<file path="src/rtl/register_file_2_read_port.sv">
// rtl/register_file_2_read_port.sv - 1-write / 2-read register file with asynchronous reads
module register_file_2_read_port #(
   parameter int ADDR_WIDTH = 4,
   parameter int DATA_WIDTH = 8
) (
   input  logic                  clk_i,
   input  logic                  write_en,
   input  logic [ADDR_WIDTH-1:0] write_address_i,
   input  logic [DATA_WIDTH-1:0] write_data_i,
   input  logic [ADDR_WIDTH-1:0] read_address_1_i,
   output logic [DATA_WIDTH-1:0] read_data_1_o,
   input  logic [ADDR_WIDTH-1:0] read_address_2_i,
   output logic [DATA_WIDTH-1:0] read_data_2_o
);

   localparam int DEPTH = 2 ** ADDR_WIDTH;

   // Contents are deliberately left uninitialised by reset; occupancy lives in the controller.
   logic [DATA_WIDTH-1:0] mem_q [DEPTH];

   always_ff @(posedge clk_i) begin
      if (write_en) begin
         mem_q[write_address_i] <= write_data_i;
      end
   end

   assign read_data_1_o = mem_q[read_address_1_i];
   assign read_data_2_o = mem_q[read_address_2_i];

endmodule

</file>
<file path="src/rtl/fifo_narrow_to_wide.sv">
// rtl/fifo_narrow_to_wide.sv - FIFO taking one narrow word per push, returning two per pop (FWFT)
module fifo_narrow_to_wide #(
   parameter int ADDR_WIDTH = 4,
   parameter int DATA_WIDTH = 8
) (
   input  logic                    clk_i,
   input  logic                    rst_ni,
   input  logic                    wr_i,
   input  logic [DATA_WIDTH-1:0]   w_data_i,
   input  logic                    rd_i,
   output logic [2*DATA_WIDTH-1:0] r_data_o,
   output logic                    full_o,
   output logic                    empty_o,
   output logic [ADDR_WIDTH:0]     count_o
);

   localparam int DEPTH    = 2 ** ADDR_WIDTH;
   localparam int RD_WIDTH = 2 * DATA_WIDTH;
   localparam int CW       = ADDR_WIDTH + 1;

   logic [ADDR_WIDTH-1:0] w_ptr_q, w_ptr_d;
   logic [ADDR_WIDTH-1:0] r_ptr_q, r_ptr_d;
   logic [CW-1:0]         count_q, count_d;
   logic                  push_ok, pop_ok;
   logic [DATA_WIDTH-1:0] head_lo, head_hi;
   logic [RD_WIDTH-1:0]   head_pair;

   assign full_o  = (count_q == CW'(DEPTH));
   assign empty_o = (count_q < CW'(2));
   assign count_o = count_q;

   assign push_ok = wr_i & ~full_o;
   assign pop_ok  = rd_i & ~empty_o;

   always_comb begin
      w_ptr_d = w_ptr_q;
      r_ptr_d = r_ptr_q;
      count_d = count_q;
      if (push_ok) begin
         w_ptr_d = w_ptr_q + ADDR_WIDTH'(1);
      end
      // r_ptr stays even, so the head pair never straddles the wrap point.
      if (pop_ok) begin
         r_ptr_d = r_ptr_q + ADDR_WIDTH'(2);
      end
      case ({push_ok, pop_ok})
         2'b10:   count_d = count_q + CW'(1);
         2'b01:   count_d = count_q - CW'(2);
         2'b11:   count_d = count_q - CW'(1);
         default: count_d = count_q;
      endcase
   end

   always_ff @(posedge clk_i) begin
      if (!rst_ni) begin
         w_ptr_q <= '0;
         r_ptr_q <= '0;
         count_q <= '0;
      end else begin
         w_ptr_q <= w_ptr_d;
         r_ptr_q <= r_ptr_d;
         count_q <= count_d;
      end
   end

   register_file_2_read_port #(
      .ADDR_WIDTH (ADDR_WIDTH),
      .DATA_WIDTH (DATA_WIDTH)
   ) u_regfile (
      .clk_i            (clk_i),
      .write_en         (push_ok),
      .write_address_i  (w_ptr_q),
      .write_data_i     (w_data_i),
      .read_address_1_i (r_ptr_q),
      .read_data_1_o    (head_lo),
      .read_address_2_i (r_ptr_q | ADDR_WIDTH'(1)),
      .read_data_2_o    (head_hi)
   );

   assign head_pair = {head_hi, head_lo};
   assign r_data_o  = head_pair;

endmodule

</file>
<file path="config.mk">
export PLATFORM = sky130hd
export DESIGN_NAME = fifo_narrow_to_wide
export DESIGN_NICKNAME = d
export VERILOG_FILES = /design/src/rtl/register_file_2_read_port.sv /design/src/rtl/fifo_narrow_to_wide.sv
export SDC_FILE = /design/constraint.sdc
export NUM_CORES = 1
export LEC_CHECK = 0
export ABC_AREA = 1
export CAP_MARGIN = 0
export CORE_MARGIN = 2
export CORE_UTILIZATION = 61
export DETAILED_ROUTE_END_ITERATION = 10
export GPL_TIMING_DRIVEN = 1
export PLACE_DENSITY = 0.8
export RECOVER_POWER = 25
export SYNTH_ARGS = -nofsm -noshare
export SYNTH_HDL_FRONTEND = slang
export SYNTH_HIERARCHICAL = 1
export SYNTH_SLANG_ARGS = --single-unit
</file>
<file path="constraint.sdc">
create_clock -name clk_i -period 2.75 [get_ports clk_i]
set_input_delay 0.55 -clock clk_i [delete_from_list [all_inputs] [get_ports clk_i]]
set_output_delay 0.55 -clock clk_i [all_outputs]
set_load 0.02 [all_outputs]
</file>
==> metrics.log <==
[report] extracting results
INFO  metric finalClockSkew = about 0.0077 ns
INFO  metric timing.final.setup_violations = 0
INFO  metric min-delay-start = w_ptr_q[0]
INFO  metric critical_path_class = reg2out
INFO  metric p_total = ~7.4 mW
INFO  metric cp_data_required_time = 2.20 ns
INFO  metric pin_count_of_the_biggest_net_entering_global_routing = approximately 65
INFO  metric synth_compound_gate_area_share = 0.01098
INFO  metric largest_cell_class = flip-flops and latches
INFO  metric yosysChipArea = 7751 um2
INFO  metric min-delay-path-class = reg2reg
INFO  metric path_max_fanout = 6
INFO  metric synthDominantAreaCellType = sky130_fd_sc_hd__edfxtp_1
INFO  metric globalRoute.totalOverflow = 0
INFO  metric layout.nonclk_buf_frac = 0.07423
INFO  metric switching_power = between 2 and 3 mW
INFO  metric pre_cts_slack = about 0.25 ns
INFO  metric die_area = approximately 14,000 um2
INFO  metric status = finished clean
INFO  metric regToRegSetupSlack = ~0.54 ns
INFO  metric post_place_cells = about 1,100
INFO  metric setup_ws = about 0.22 ns
INFO  metric postSynthRegisterBits = roughly 140
-- power groups by stage --
stage | clock network [mW] | logic (mW) | registers [mW]
after global routing | 2.26 | 2.94 | 2.55
after floorplan | 0 | 1.72 | 2.56
after CTS | 2.18 | 2.67 | 2.53
after global placement | 0 | 2.57 | 2.55
final | 2.16 | 2.71 | 2.53
after detailed placement | 0 | 2.60 | 2.55
-- state kept, by name, summed over array words and instances, names as in the netlist --
register         count
r_ptr_q              3
count_o              5
w_ptr_q              4
u_regfile/mem_q    128
-- routing by layer --
layer,global-route usage,vias up,routed length (um)
li1,-,3135,-
met3,0.07213,83,2113
met4,0.1678,0,909
met1,0.4132,3030,7900
met2,0.4813,396,9073
met5,0,-,0
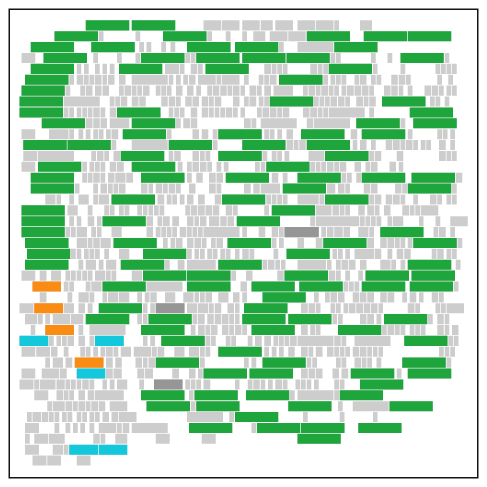
Fig. 1. Sequential cells colored by netlist name.
Scale: 4 px per um. Other sequential cells in the stronger gray, the rest of the logic in the fainter gray.
[orange] `w_ptr_q` | sequential cells: 4
[green] `u_regfile/mem_q` | sequential cells: 128 | where: spread over the die
[cyan] `count_o` | sequential cells: 5 | where: south-west

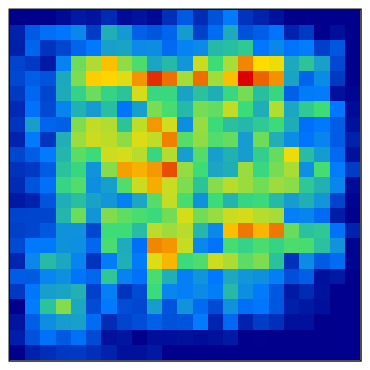
Fig. 2. Signal metal coverage by tile.
Scale: 3 px per um. 23 x 23 tiles, from dark blue (low) to red (high), scaled to the fullest tile. Values are wire area over tile area, all layers added.
emptiest ninth of the die: south-east
densest ninth of the die: center
fullest tile: 0.79
mean over tiles: 0.25
nearly empty tiles: 9.8%
tiles over half the peak: 24%
routed length per instance: 17.08 um
routed wire length: 20.00 mm
GR Util All Layers: 0.3124
total vias in the final route: 6,644

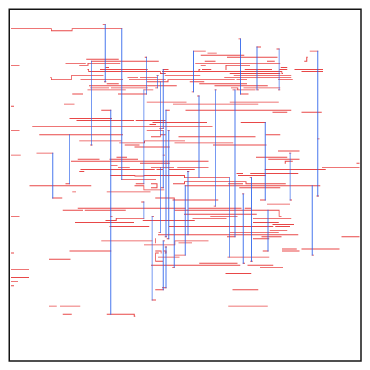
Fig. 3. Wiring by layer.
Scale: 3 px per um. Two of the layers only.
[blue] M4 | wire length: 909 um
[red] M3 | wire length: 2,110 um

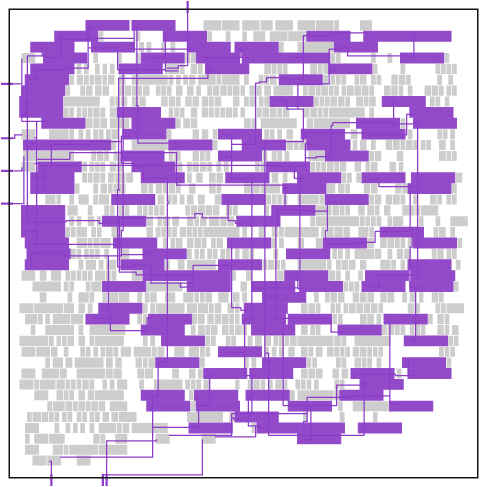
Fig. 4. I/O nets highlighted.
Scale: 4 px per um.
[purple] `w_data_i` | bits: 8 | direction: input | end cells: 128 | buffers: 8 | wire: 2,010 um
total of buffers placed on input and output ports: 34
total I/O pin count: 35

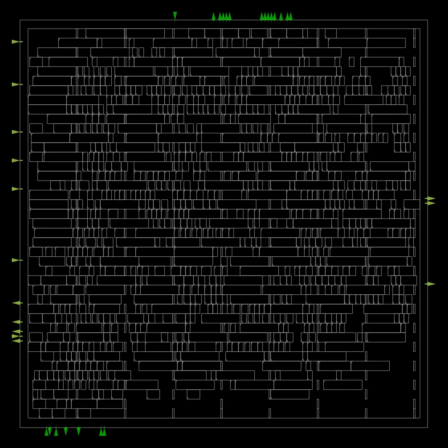
Fig. 5. Cell outlines without signal wires.
final cell utilization of the core: 0.7070
area inside the core boundary: 12,520 um2
number of cells in the finished layout apart from fillers: 1,171

Power is estimated from default activity; no workload was simulated.
